File: config.mk
export PLATFORM = sky130hd
export DESIGN_NAME = modulo_decodificador_contador4bits
export DESIGN_NICKNAME = d
export VERILOG_FILES = /design/src/rtl/modulo_decodificador_contador4bits.sv
export SDC_FILE = /design/constraint.sdc
export NUM_CORES = 1
export LEC_CHECK = 0
export CAP_MARGIN = 15
export CORE_AREA = 3 3 40 42
export CTS_CLUSTER_DIAMETER = 100
export CTS_CLUSTER_SIZE = 8
export DETAILED_ROUTE_END_ITERATION = 12
export DIE_AREA = 0 0 43 45
export DONT_BUFFER_PORTS = 1
export PLACE_DENSITY_LB_ADDON = 0.08
export SYNTH_ARGS = -nofsm -noshare
export SYNTH_HDL_FRONTEND = slang
export SYNTH_SLANG_ARGS = --single-unit
export TNS_END_PERCENT = 100
File: constraint.sdc
create_clock -name clk -period 1.7 [get_ports clk]
set_input_delay 0.255 -clock clk [delete_from_list [all_inputs] [get_ports clk]]
set_output_delay 0.255 -clock clk [all_outputs]
set_load 0.02 [all_outputs]
File: src/rtl/modulo_decodificador_contador4bits.sv
// Command decoder and 4-bit up/down counter. A strobed command code
// selects clear/load/direction; an external tick steps the count in the current mode.
module modulo_decodificador_contador4bits #(
    parameter int MAX_COUNT = 15
) (
    input  logic       clk,
    input  logic       rst,
    input  logic [3:0] code,
    input  logic       code_valid,
    input  logic       tick,
    input  logic [3:0] load_value,
    output logic [3:0] count,
    output logic [1:0] mode,
    output logic       tc,
    output logic       err
);

    typedef enum logic [1:0] {
        PARADO   = 2'b00,
        SUBINDO  = 2'b01,
        DESCENDO = 2'b10,
        ERRO     = 2'b11
    } mode_e;

    localparam logic [3:0] MAX_C = 4'(MAX_COUNT);

    mode_e      state_q, state_d;
    logic [3:0] count_q, count_d;
    logic       tc_q, tc_d;
    logic       err_q, err_d;

    // Next-state: a command cycle takes precedence and suppresses any tick step
    always_comb begin
        state_d = state_q;
        count_d = count_q;
        tc_d    = 1'b0;
        if (code_valid) begin
            if (code[0]) begin
                count_d = 4'd0;
                state_d = PARADO;
            end else begin
                if (code[2]) begin
                    count_d = (load_value > MAX_C) ? MAX_C : load_value;
                end else begin
                    count_d = count_q;
                end
                case ({code[3], code[1]})
                    2'b10:   state_d = SUBINDO;
                    2'b01:   state_d = DESCENDO;
                    2'b11:   state_d = ERRO;
                    default: state_d = PARADO;
                endcase
            end
        end else if (tick) begin
            case (state_q)
                SUBINDO: begin
                    if (count_q >= MAX_C) begin
                        count_d = 4'd0;
                        tc_d    = 1'b1;
                    end else begin
                        count_d = count_q + 4'd1;
                    end
                end
                DESCENDO: begin
                    if (count_q == 4'd0) begin
                        count_d = MAX_C;
                        tc_d    = 1'b1;
                    end else begin
                        count_d = count_q - 4'd1;
                    end
                end
                default: begin
                    count_d = count_q;
                end
            endcase
        end else begin
            count_d = count_q;
        end
        err_d = (state_d == ERRO);
    end

    // State, count and flag registers with synchronous reset
    always_ff @(posedge clk) begin
        if (rst) begin
            state_q <= PARADO;
            count_q <= 4'd0;
            tc_q    <= 1'b0;
            err_q   <= 1'b0;
        end else begin
            state_q <= state_d;
            count_q <= count_d;
            tc_q    <= tc_d;
            err_q   <= err_d;
        end
    end

    assign count = count_q;
    assign mode  = state_q;
    assign tc    = tc_q;
    assign err   = err_q;

endmodule

==> summary.log, run 1 <==
[run_status] result of the run finished clean
[power] power density over the cells 768 nW/um2
[synthesis] post-synthesis chip area from yosys 519 um2
[die] height of the chip 45 um
[clocking] Clock H-tree levels 1
[timing] clock period minus final worst setup slack 1540 ps
[cells_and_area] Area growth, synth to finish 17.1%
[cells_and_area] Clock buffers and inverters, area share 0.0370
[cells_and_area] multi-input combinational cell count 43
[timing] aggregate negative setup slack 0 ps
[placement] global placement routability congestion 0.702
[placement] number of I/O port buffers 0
[critical_path] most used cell along the critical path sky130_fd_sc_hd__buf_4
[timing] max-slew violation total from the final report 0
[synthesis] Seq cells post-synth 8
[critical_path] kind of capture point of the worst setup path flop
[clocking] buffer depth of the longest clock path 2
[synthesis] mapped cell area 519 um2
[critical_path] kind of start point of the critical path flop
[synthesis] Post-Syn Area per Cell 8.51 um2
[grt] wire length of the first global-routing pass 1.97 mm
[timing] count of endpoints failing hold in the final timing report 0
[cells_and_area] Area-dominant class logic gates
[critical_path] ordered cell list for the critical path buf_4, inv_1, ha_1, o21ai_1, o21ai_2, buf_4, a221oi_1
[clocking] number of buffers created by CTS 3
[clocking] Insertion Delay late pin 250 ps
[cells_and_area] proportion of cell area occupied by multi-input gates 0.525
[cells_and_area] CLK BUF 3
[power] Peak supply drop 0.000531 V
[synthesis] Main area contributors sky130_fd_sc_hd__dfxtp_1, sky130_fd_sc_hd__ha_1, sky130_fd_sc_hd__inv_1
[die] horizontal die dimension 43 um
[job] warning total across the stage logs 28
[routing] routed length on met3 150 um
[clocking] clk slew on worst S/H paths 50 ps
[timing] fmax 649 MHz
[grt] vias in the first global route 436
[cells_and_area] total inserted antenna cells 0
[routing] number of detailed-routing iterations run before antenna repair 4
[synthesis] syn nets 77
[die] Core Area 1280 um2
[critical_path] required time at the endpoint of the critical path 1860 ps
[routing] routed length on met2 591 um
[die] Top-Level Pins 20
[routing] remaining design rule violation count 0
[timing] Min Hold Slack 62.6 ps
[synthesis] Synth area leader sky130_fd_sc_hd__dfxtp_1
[routing] wire length after detailed routing 1.29 mm
[die] tap cell count 15
[cells_and_area] net count of the finished layout 87
[grt] number of antenna violations at the first check in global routing 0
[clocking] Clock Root Buffer sky130_fd_sc_hd__clkbuf_4
[routing] DRC violation total after the first TritonRoute iteration 12
[routing] top routing layer in use met3
[timing] setup repair after global routing missed its margin no
[timing] tightest slew margin relative to the limit 0.742
[synthesis] number of cells in Yosys stat 61
[cells_and_area] area share of buffers outside the clock network 0.0988
[synthesis] Top-area cell share 0.308
[cells_and_area] filler cell count 132
[grt] largest net degree at the start of global routing 13
[synthesis] Yosys warnings 0
[routing] Via Count 490
[die] Site Rows 13
[critical_path] highest net fanout along the worst path 4
==> run 1: path summary, 6_finish.rpt <==
check | startpoint | to | slack, ps | cells after the start
worst max-delay path | mode[1] | count[2] | 160 | 7
worst min-delay path | rst | count[1] | 60 | 1
worst max register to register | mode[1] | count[2] | 160 | 7
worst min register to register | mode[0] | mode[0] | 630 | 3
==> run 1: Yosys cell counts <==
cell type                   count
sky130_fd_sc_hd__dfxtp_1        8
sky130_fd_sc_hd__inv_1          7
sky130_fd_sc_hd__nor2_1         6
sky130_fd_sc_hd__ha_1           4
sky130_fd_sc_hd__nand2_1        4
sky130_fd_sc_hd__o21ai_0        3
sky130_fd_sc_hd__a21oi_1        2
sky130_fd_sc_hd__a2bb2oi_1      2
sky130_fd_sc_hd__a31oi_1        2
sky130_fd_sc_hd__o21ai_1        2
sky130_fd_sc_hd__a221o_1        1
sky130_fd_sc_hd__a221o_2        1
sky130_fd_sc_hd__a221oi_1       1
sky130_fd_sc_hd__a311oi_1       1
sky130_fd_sc_hd__a311oi_2       1
sky130_fd_sc_hd__a41oi_1        1
sky130_fd_sc_hd__and2b_1        1
sky130_fd_sc_hd__and4b_1        1
sky130_fd_sc_hd__buf_1          1
sky130_fd_sc_hd__buf_2          1
sky130_fd_sc_hd__buf_4          1
sky130_fd_sc_hd__mux2_4         1
sky130_fd_sc_hd__mux2i_1        1
sky130_fd_sc_hd__nand3_1        1
sky130_fd_sc_hd__nor3_1         1
sky130_fd_sc_hd__o21ai_2        1
sky130_fd_sc_hd__o21bai_1       1
sky130_fd_sc_hd__o22ai_1        1
sky130_fd_sc_hd__o2bb2ai_1      1
sky130_fd_sc_hd__o31a_1         1
sky130_fd_sc_hd__xnor2_1        1
==> run 1: state kept, by name (all words and copies together) (netlist names) <==
name and flops:
tc 1, err 1, mode 2, count 4
==> run 1: repair_timing <==
action / in CTS / in global routing
endpoints found under the setup margin: 0 / 1
buffers inserted: 0 / 3
resized: 0 / 2
==> run 1: metal layers <==
metal  vias up  GRT usage
met3         0     0.0996
li1        243          -
met1       221      0.155
met5         -          0
met4         0     0.0723
met2        26      0.216
==> run 1: cells by family after synthesis <==
| logic type | share of synthesized area |
|---|---|
| DFF | 0.308 |
| xor gates and xnor gates | 0.0169 |
| muxes | 0.0482 |
| adders and majority gates | 0.0964 |
| and+or+nand+nor | 0.125 |
| AOI/OAI and AO/OA | 0.323 |
| buffers and inverters | 0.0819 |
==> run 1: where the power goes <==
part	switching (mW)	leakage [nW]	internal (mW)
Combinational	0.0566	0.166	0.0530
Sequential	0.0147	0.0658	0.198
Clock	0.0640	0.0138	0.0807
Total	0.135	0.246	0.332
==> run 1: per-stage QoR <==
stage / cells / cell area, um2 / setup slack [ps]
CTS: 81 / 582 / 111
global placement: 78 / 559 / 152
floorplan: 61 / 519 / 57.9
finish: 84 / 608 / 159
detailed placement: 78 / 559 / 119
global route: 84 / 608 / 38.1
==> run 1: critical path: cells and delay by family, from the launching register on <==
kind,cells,cell delay (ps)
AOI/OAI and AO/OA,3,530
adders and majority gates,1,190
buffers and inverters,3,380
DFF,1,350
Fig. 1: run 1, track usage over the die
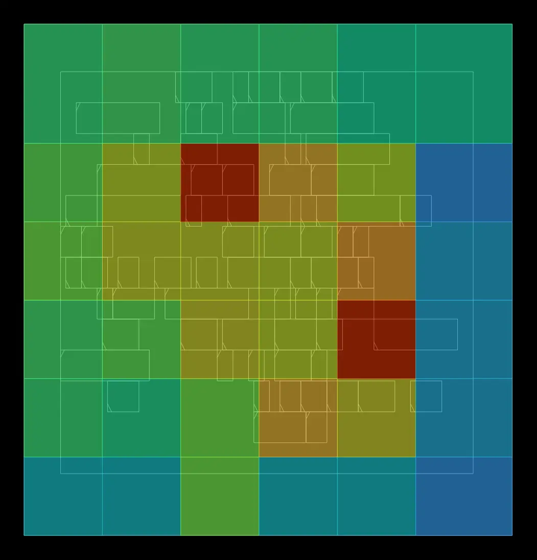
GRT met3 Usage: 0.0996
Final Util: 0.473
per-cell routed wire length: 15.4 um
global routing usage summed across all routing layers: 0.144

Fig. 2: run 1, cells colored by class
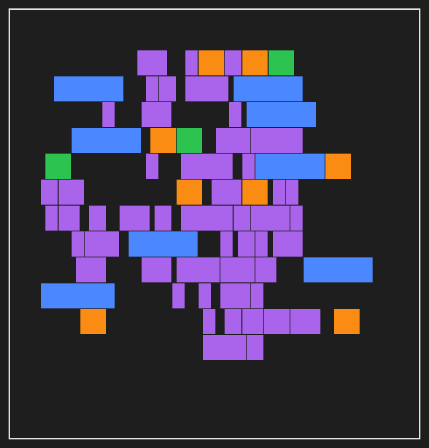
| color | class | cells | share of their area |
|---|---|---|---|
| purple | combinational and other logic | 50 | 59% |
| blue | flops | 8 | 27% |
| green | clock drivers | 3 | 3.8% |
| orange | other buffers and delay cells | 8 | 10% |

Fig. 3: run 1, where the registers sit
Other sequential cells in the stronger gray, the rest of the logic in the fainter gray.
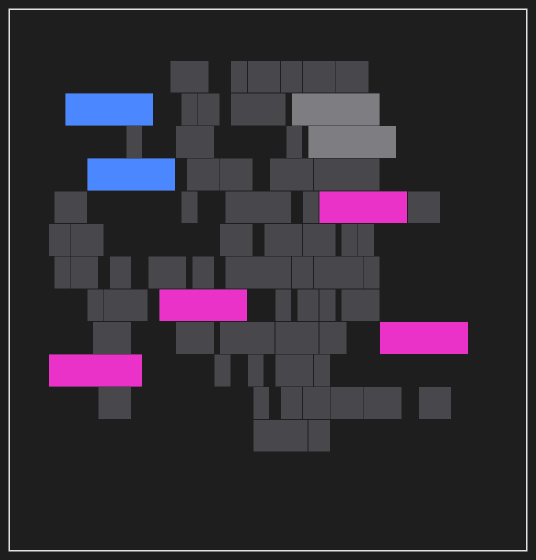
| color | name in the netlist | placed flops |
|---|---|---|
| blue | `mode` | 2 |
| magenta | `count` | 4 |
not colored: 2

Fig. 4: run 1, cell density map
The die is cut into 9 by 9 equal tiles; black is low, pale yellow is high, 0 to 100% covered.
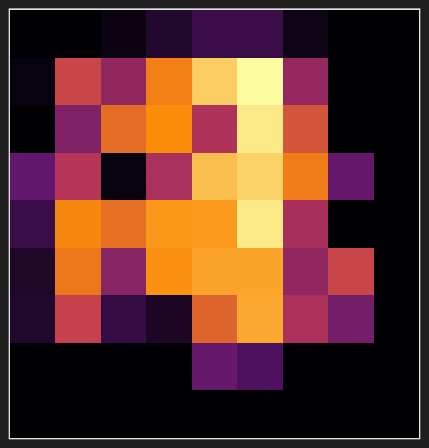

==> inputs of run 2 (changes only) <==
--- a/config.mk
+++ b/config.mk
@@ -6,11 +6,11 @@
 export NUM_CORES = 1
 export LEC_CHECK = 0
 export CAP_MARGIN = 15
-export CORE_AREA = 3 3 40 42
+export CORE_AREA = 4 4 41 43
 export CTS_CLUSTER_DIAMETER = 100
 export CTS_CLUSTER_SIZE = 8
 export DETAILED_ROUTE_END_ITERATION = 12
-export DIE_AREA = 0 0 43 45
+export DIE_AREA = 0 0 45 47
 export DONT_BUFFER_PORTS = 1
 export PLACE_DENSITY_LB_ADDON = 0.08
 export SYNTH_ARGS = -nofsm -noshare
Fig. 5: run 2, cell density map
The die is cut into 9 by 9 equal tiles; black is low, pale yellow is high, 0 to 100% covered.
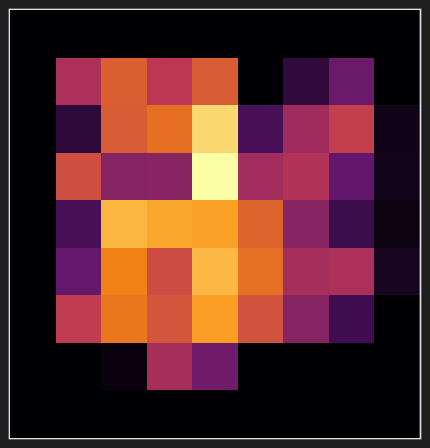
tiles over 75% full: 8.6%
nearly empty tiles: 41%
emptiest ninth of the die: bottom right
densest ninth of the die: middle
fullest tile: 100%

==> run 2 against run 1 <==
Against the previous run: sequential power is essentially flat; cell count fell by 3.6%; clock power increased by 7%; final area fell by 2.7%; fmax hardly changed; synthesized cell count is the same; area after synthesis unchanged; first-iteration DRC count decreased by 8.3%; combinational power decreased by 7%.
==> summary.log, run 2 <==
[clocking] buffer depth of the longest clock path 2 [unchanged]
[timing] clock period minus final worst setup slack 1540 ps [+1.40 ps]
[cells_and_area] most used cells in the layout excluding fill and tap cells sky130_fd_sc_hd__dfxtp_1, sky130_fd_sc_hd__inv_1, sky130_fd_sc_hd__nor2_1, sky130_fd_sc_hd__buf_4, sky130_fd_sc_hd__nand2_1
[routing] remaining design rule violation count 0 [unchanged]
[timing] tightest slew margin relative to the limit 0.747 [+0.00499]
[power] power density over the cells 792 nW/um2 [+3.2%]
[job] count of maximum capacitance violations 0
[grt] wire length of the first global-routing pass 2.00 mm [+1.8%]
[synthesis] Main area contributors sky130_fd_sc_hd__dfxtp_1, sky130_fd_sc_hd__ha_1, sky130_fd_sc_hd__inv_1
[synthesis] most frequent cell after synthesis sky130_fd_sc_hd__dfxtp_1
[critical_path] R2R setup slack 160 ps [about the same]
[synthesis] Seq cells post-synth 8 [unchanged]
[min_path] Min-Delay Endpoint mode[0]
[synthesis] Synth area leader sky130_fd_sc_hd__dfxtp_1
[clocking] setup bufs post-CTS 0 [unchanged]
[placement] global placement routability congestion 0.764 [+8.7%]
[cells_and_area] combinational cell area excluding buffers and inverters 327 um2
[placement] number of I/O port buffers 0 [unchanged]
[timing] final number of setup-violating endpoints 0
[cells_and_area] max reg flops 4 [unchanged]
[synthesis] post-synthesis chip area from yosys 519 um2 [unchanged]
[critical_path] highest net fanout along the worst path 6 [+2]
[synthesis] leading post-synthesis cells by instance count sky130_fd_sc_hd__dfxtp_1, sky130_fd_sc_hd__inv_1, sky130_fd_sc_hd__nor2_1
[critical_path] endpoint of the worst register-to-register path count[3]
[critical_path] required time at the endpoint of the critical path 1880 ps [+20 ps]
[timing] aggregate negative setup slack 0 ps [unchanged]
[grt] largest net degree at the start of global routing 13 [unchanged]
[cells_and_area] filler cell count 143 [+8.3%]
[cells_and_area] total inserted antenna cells 0 [unchanged]
[routing] Routed Antenna Nets 0
[synthesis] Yosys warnings 0 [unchanged]
[die] Top-Level Pins 20 [unchanged]
[routing] number of detailed-routing iterations run before antenna repair 3 [-1]
[timing] Least-Margin Pin Slew 379 ps
[job] warning total across the stage logs 28 [unchanged]
[timing] count of endpoints failing hold in the final timing report 0 [unchanged]
[die] Core Area 1300 um2 [+1.3%]
[grt] number of antenna violations at the first check in global routing 0 [unchanged]
[cells_and_area] sequential cell area in the final layout 160 um2
[routing] Via Count 464 [-5.3%]
[critical_path] CP max-delay cell sky130_fd_sc_hd__dfxtp_1
[synthesis] fraction of registers with async set or reset after synthesis 0 [unchanged]
[die] height of the chip 47 um [+4.4%]
[routing] wire length after detailed routing 1.28 mm [-1.2%]
[synthesis] flip-flop cell with the highest count after synthesis sky130_fd_sc_hd__dfxtp_1
[synthesis] number of enable-type register cells in the synthesized netlist 0 [unchanged]
[min_path] min-delay src rst
[placement] post-DP HPWL 977 um
[die] Site Rows 13 [unchanged]
[min_path] number of cells on the worst hold path 1 [unchanged]
[timing] skew final 4.78 ps
[routing] vias per cell 5.73
[die] horizontal die dimension 45 um [+4.7%]
[clocking] Insertion Delay late pin 260 ps [about the same]
[synthesis] mapped cell area 519 um2 [unchanged]
[cells_and_area] share of final-layout standard cells stronger than drive strength 1 0.197
[synthesis] Top-area cell share 0.308 [unchanged]
[synthesis] syn nets 77 [unchanged]
[critical_path] kind of start point of the critical path flop
[critical_path] class of the most critical setup path reg2reg
[routing] DRC violation total after the first TritonRoute iteration 11 [-1]
[grt] vias in the first global route 445 [+2.1%]
[timing] setup repair after global routing missed its margin no
[synthesis] register share after synthesis 0.308
[cells_and_area] net count of the finished layout 84 [-3.4%]
[timing] max-slew violation total from the final report 0 [unchanged]
[run_status] result of the run finished clean
[clocking] Clock Root Buffer sky130_fd_sc_hd__clkbuf_4
[clocking] Clock H-tree levels 1 [unchanged]
[critical_path] R2R Path Start count[0]
[critical_path] length in cells of the worst reg-to-reg path 6 [-1]
[clocking] number of buffers created by CTS 3 [unchanged]
[synthesis] Post-Syn Area per Cell 8.51 um2 [unchanged]
[synthesis] number of cells in Yosys stat 61 [unchanged]
[timing] fmax 648 MHz [about the same]
[critical_path] CP arrival 1720 ps
[die] effective utilization at floorplan 0.399
[critical_path] kind of capture point of the worst setup path flop
[routing] per-cell routed wire length 15.8 um [+2.5%]
[synthesis] distinct lib cells 31
[cells_and_area] Area growth, synth to finish 14.0%
[timing] Min Hold Slack 51.5 ps [-11.2 ps]
[power] Peak supply drop 0.000285 V [-46%]
[critical_path] ordered cell list for the critical path inv_1, ha_1, o21bai_1, a31oi_1, a221o_1, a311oi_2
[clocking] clk slew on worst S/H paths 60 ps [about the same]
[clocking] TritonCTS clock tree done
[timing] post-layout period usage 0.908
Fig. 6: run 2, track usage over the die
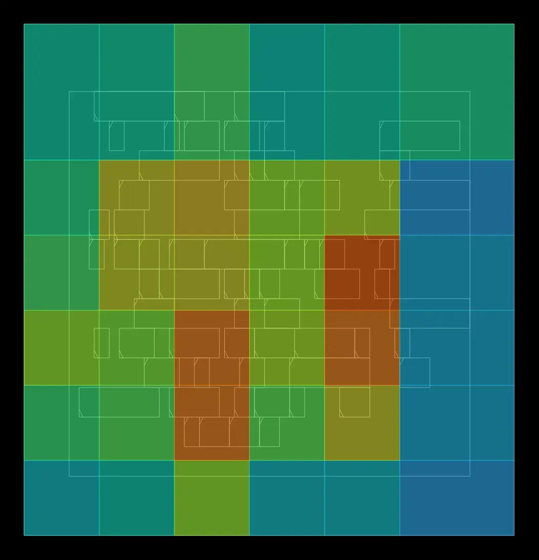
global routing usage summed across all routing layers: 0.139
GRT met3 Usage: 0.0766

run 2: layout make-up:
class	count	area share
flip-flops and latches	8	0.271
well taps	15	0.0317
multi-input cells	43	0.552
inverters	7	0.0444
repair buffers	5	0.0634
clock buffers	3	0.0381
run 2: worst max-delay path by stage:
stage	start	end	slack, ps
2_1_floorplan	mode[0]	count[2]	60
3_3_place_gp	mode[0]	count[2]	140
3_5_place_dp	mode[0]	count[2]	100
4_1_cts	mode[0]	count[2]	80
5_1_grt	count[0]	count[0]	3
6_report	count[0]	count[3]	160
run 2: kinds of logic (layout without fill, tap and decap cells):
kind of cell / after synthesis / after routing / synth area share
AOI/OAI and AO/OA: 22 / 22 / 0.323
and+or+nand+nor: 14 / 14 / 0.125
buffers and inverters: 10 / 15 / 0.0819
DFF: 8 / 8 / 0.308
adders and majority gates: 4 / 4 / 0.0964
muxes: 2 / 2 / 0.0482
xor gates and xnor gates: 1 / 1 / 0.0169
run 2: timing repair:
action / 4_1_cts / 5_1_grt
endpoints found under the setup margin: 0 / 4
hold buffers: 0 / 0
gates resized: 0 / 2
run 2: routing by layer:
layer | GRT usage | share of wire | vias to the layer above
met5 | 0 | 0 | -
met4 | 0.0877 | 0.023 | 0
met3 | 0.0766 | 0.085 | 4
met2 | 0.189 | 0.44 | 16
met1 | 0.167 | 0.46 | 209
li1 | - | - | 235
run 2: through the flow:
stage          instances  instance area (um2)  setup slack [ps]   util  power (mW)
2_1_floorplan         61                  519              57.9      -       0.295
3_3_place_gp          78                  559               140  0.430       0.318
3_5_place_dp          78                  559              96.7  0.430       0.317
4_1_cts               81                  582              82.6  0.447       0.473
5_1_grt               81                  592              3.38  0.455       0.496
6_report              81                  592               157  0.455       0.469
run 2: power by group:
group / switching, mW / internal, mW / leakage, nW
logic: 0.0549 / 0.0474 / 0.153
clock network: 0.0732 / 0.0814 / 0.0138
registers: 0.0146 / 0.197 / 0.0654
run 2: critical path: cells and delay by family, from the launching register on:
| kind | cells | cell delay [ps] |
|---|---|---|
| AOI/OAI and AO/OA | 4 | 800 |
| buffers and inverters | 1 | 100 |
| DFF | 1 | 360 |
| adders and majority gates | 1 | 200 |
Fig. 7: run 2, where the registers sit
Other sequential cells in the stronger gray, the rest of the logic in the fainter gray.
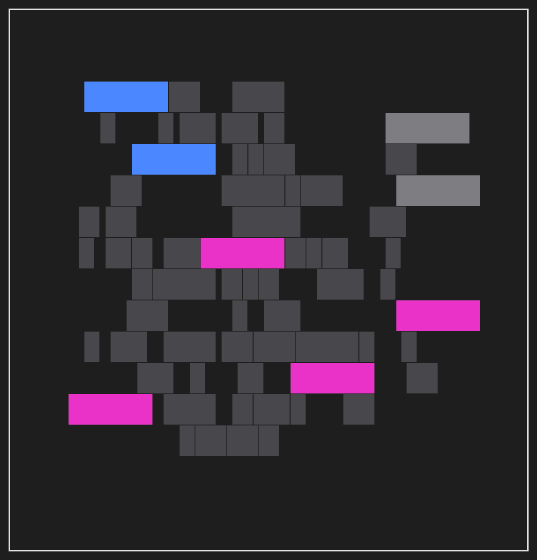

==> inputs of run 3 (changes only) <==
--- a/config.mk
+++ b/config.mk
@@ -11,7 +11,6 @@
 export CTS_CLUSTER_SIZE = 8
 export DETAILED_ROUTE_END_ITERATION = 12
 export DIE_AREA = 0 0 45 47
-export DONT_BUFFER_PORTS = 1
 export PLACE_DENSITY_LB_ADDON = 0.08
 export SYNTH_ARGS = -nofsm -noshare
 export SYNTH_HDL_FRONTEND = slang
Fig. 8: run 3, where the registers sit
Other sequential cells in the stronger gray, the rest of the logic in the fainter gray.
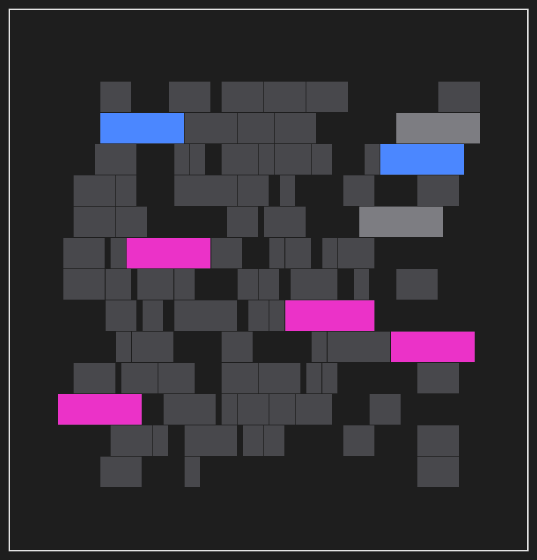
| color | name in the netlist | placed flops |
|---|---|---|
| magenta | `count` | 4 |
| blue | `mode` | 2 |
not colored: 2

Fig. 9: run 3, cell density map
The die is cut into 9 by 9 equal tiles; black is low, pale yellow is high, 0 to 100% covered.
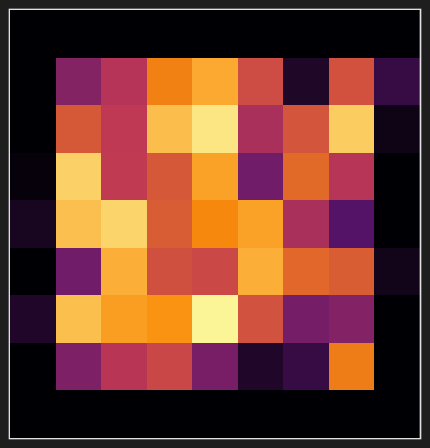
fullest tile: 98%
emptiest ninth of the die: bottom right
densest ninth of the die: middle
mean over tiles: 36%

==> run 3 against run 2 <==
Against the previous run: cell count grew 25%; synthesized cell count unchanged; highest routed layer is now met3; utilization up 15 points; critical path depth down 5; setup slack lost 100 ps; first-iteration DRC count rose by 91%; flip-flop count unchanged; largest cell class unchanged; clock skew rose by 4.4 ps; via count grew 16%.
==> summary.log, run 3 <==
[routing] per-cell routed wire length 13.2 um [-16%]
[clocking] clk slew on worst S/H paths 60 ps [about the same]
[cells_and_area] sequential cell area in the final layout 161 um2 [+0.78%]
[cells_and_area] total inserted antenna cells 0 [unchanged]
[synthesis] Seq cells post-synth 8 [unchanged]
[cells_and_area] share of final-layout standard cells stronger than drive strength 1 0.174 [-0.0226]
[timing] count of endpoints failing hold in the final timing report 0 [unchanged]
[clocking] Clock Root Buffer sky130_fd_sc_hd__clkbuf_4
[synthesis] flip-flop cell with the highest count after synthesis sky130_fd_sc_hd__dfxtp_1
[power] part of the power in combinational logic 0.294 [+0.076]
[critical_path] Crit path max-delay family buffers and inverters
[critical_path] class of the most critical setup path reg2out
[cells_and_area] filler cell count 134 [-6.3%]
[synthesis] number of enable-type register cells in the synthesized netlist 0 [unchanged]
[grt] number of antenna violations at the first check in global routing 0 [unchanged]
[synthesis] Top-area cell share 0.308 [unchanged]
[grt] global routing usage summed across all routing layers 0.131 [-0.00802]
[critical_path] CP arrival 1390 ps [-330 ps]
[synthesis] mapped cell area 519 um2 [unchanged]
[die] effective utilization at floorplan 0.399 [unchanged]
[grt] vias in the first global route 443 [-0.45%]
[job] warning total across the stage logs 28 [unchanged]
[timing] final number of setup-violating endpoints 0 [unchanged]
[critical_path] kind of start point of the critical path flop
[power] Clk pwr share 0.295 [-0.035]
[die] Core Area 1300 um2 [unchanged]
[timing] max-slew violation total from the final report 0 [unchanged]
[placement] global placement routability congestion 0.735 [-3.7%]
[die] horizontal die dimension 45 um [unchanged]
[critical_path] CP max-delay cell sky130_fd_sc_hd__clkdlybuf4s50_1
[synthesis] syn nets 77 [unchanged]
[routing] remaining design rule violation count 0 [unchanged]
[routing] DRC violation total after the first TritonRoute iteration 21 [+10]
[power] power density over the cells 664 nW/um2 [-16%]
[critical_path] ordered cell list for the critical path clkdlybuf4s50_1
[critical_path] required time at the endpoint of the critical path 1440 ps [-440 ps]
[synthesis] most frequent cell after synthesis sky130_fd_sc_hd__dfxtp_1
[routing] Routed Antenna Nets 0 [unchanged]
[cells_and_area] max reg flops 4 [unchanged]
[job] count of maximum capacitance violations 0 [unchanged]
[critical_path] highest net fanout along the worst path 8 [+2]
[cells_and_area] combinational cell area excluding buffers and inverters 319 um2 [-2.3%]
[synthesis] post-synthesis chip area from yosys 519 um2 [unchanged]
[power] power after layout 0.520 mW [+11%]
[power] total internal power 0.365 mW [+12%]
[placement] worst setup timing slack at the placement stage 34.6 ps [-62.1 ps]
[clocking] hold buffer count at cts 0 [unchanged]
[clocking] TritonCTS clock tree done
[power] Peak supply drop 0.000291 V [+1.8%]
[timing] slack of the critical path 57.4 ps [-99.7 ps]
[grt] largest net degree at the start of global routing 9 [-4]
[clocking] buffer depth of the longest clock path 2 [unchanged]
[grt] wire length of the first global-routing pass 1.95 mm [-2.4%]
[timing] clock period minus final worst setup slack 1640 ps [+99.7 ps]
[cells_and_area] most used cells in the layout excluding fill and tap cells sky130_fd_sc_hd__clkdlybuf4s50_1, sky130_fd_sc_hd__inv_1, sky130_fd_sc_hd__dfxtp_1, sky130_fd_sc_hd__nor2_1, sky130_fd_sc_hd__buf_4
[power] switching share of total power 0.298 [-0.00652]
[critical_path] buffer and inverter count on the worst path 1 [unchanged]
[die] Site Rows 13 [unchanged]
[placement] post-DP HPWL 940 um [-3.8%]
[synthesis] fraction of registers with async set or reset after synthesis 0 [unchanged]
[routing] Via Count 538 [+16%]
[die] Top-Level Pins 20 [unchanged]
[critical_path] kind of capture point of the worst setup path primary output
[clocking] Clock H-tree levels 1 [unchanged]
[synthesis] Post-Syn Area per Cell 8.51 um2 [unchanged]
[timing] skew final 9.17 ps [+4.39 ps]
[synthesis] Main area contributors sky130_fd_sc_hd__dfxtp_1, sky130_fd_sc_hd__ha_1, sky130_fd_sc_hd__inv_1
[timing] post-layout period usage 0.966 [+0.0587]
[clocking] number of buffers created by CTS 3 [unchanged]
[run_status] result of the run finished clean
[placement] number of I/O port buffers 19 [+19]
[synthesis] leading post-synthesis cells by instance count sky130_fd_sc_hd__dfxtp_1, sky130_fd_sc_hd__inv_1, sky130_fd_sc_hd__nor2_1
[die] chip area 2120 um2
[cells_and_area] net count of the finished layout 104 [+24%]
[synthesis] distinct lib cells 31 [unchanged]
[clocking] Insertion Delay late pin 260 ps [about the same]
[synthesis] number of cells in Yosys stat 61 [unchanged]
[power] reported net switching power 0.155 mW [+8.6%]
[routing] wire length after detailed routing 1.33 mm [+4.5%]
[synthesis] register share after synthesis 0.308 [unchanged]
[routing] number of detailed-routing iterations run before antenna repair 4 [+1]
[synthesis] Synth area leader sky130_fd_sc_hd__dfxtp_1
[timing] fmax 609 MHz [-6.1%]
[cells_and_area] Area growth, synth to finish 50.8%
[timing] Least-Margin Pin Slew 334 ps [-45.1 ps]
[routing] vias per cell 5.33 [-7.0%]
[power] Reg power frac 0.411 [-0.041]
[synthesis] Yosys warnings 0 [unchanged]
[timing] tightest slew margin relative to the limit 0.777 [+0.0304]
[die] height of the chip 47 um [unchanged]
-- run 3: cell counts after synthesis --
Identical to the previous run, type by type.
-- run 3: area by class of cell --
cell class	instances	share of cell area
Multi-Input combinational cell	43	0.407
Timing Repair Buffer	25	0.300
Sequential cell	8	0.206
Inverter	7	0.0335
Clock buffer	3	0.0288
Tap cell	15	0.0240
-- run 3: kinds of logic after synthesis --
| logic type | synth area share |
|---|---|
| AND-OR/OR-AND | 0.323 |
| AND/OR/NAND/NOR | 0.125 |
| buffers and inverters | 0.0819 |
| flip-flops | 0.308 |
| adder cells (fa/ha/maj) | 0.0964 |
| multiplexers | 0.0482 |
| XOR/XNOR | 0.0169 |
-- run 3: metrics by stage --
step           TNS (ps)  instance area [um2]  std cells  hold slack [ps]  utilization
5_1_grt           -20.9                  783        101              610        0.602
3_5_place_dp          0                  734         95              617        0.564
2_1_floorplan         0                  519         61              412            -
3_3_place_gp          0                  734         95              620        0.564
6_report              0                  783        101              590        0.602
4_1_cts               0                  758         98              588        0.583
-- run 3: worst paths after layout --
path	startpoint	slack (ps)	depth (start not counted)	endpoint
min reg2reg	count[1]	630	2	count[1]
max	count[1]	60	1	count[1]
min	load_value[0]	590	3	count[0]
max reg2reg	mode[0]	90	7	count[1]
-- run 3: layer usage --
| layer | track usage | wire, um | vias to the layer above |
|---|---|---|---|
| met5 | 0 | 0 | - |
| met4 | 0.0351 | 0 | 0 |
| met3 | 0.0613 | 128 | 0 |
| met2 | 0.198 | 597 | 27 |
| met1 | 0.167 | 608 | 235 |
| li1 | - | - | 276 |
-- run 3: power by group through the flow --
stage	clock, mW	combinational (mW)	sequential (mW)
after floorplan	0	0.0689	0.227
after global routing	0.166	0.166	0.215
final	0.154	0.153	0.214
after detailed placement	0	0.143	0.217
after global placement	0	0.143	0.217
after CTS	0.160	0.144	0.214
-- run 3: what timing repair did --
item	4_1_cts	5_1_grt
gates resized	1	1
buffers inserted	0	3
pin swaps	0	1
endpoints found under the setup margin	1	3
Power figures rest on the tool's default switching activity, not on a simulated workload.
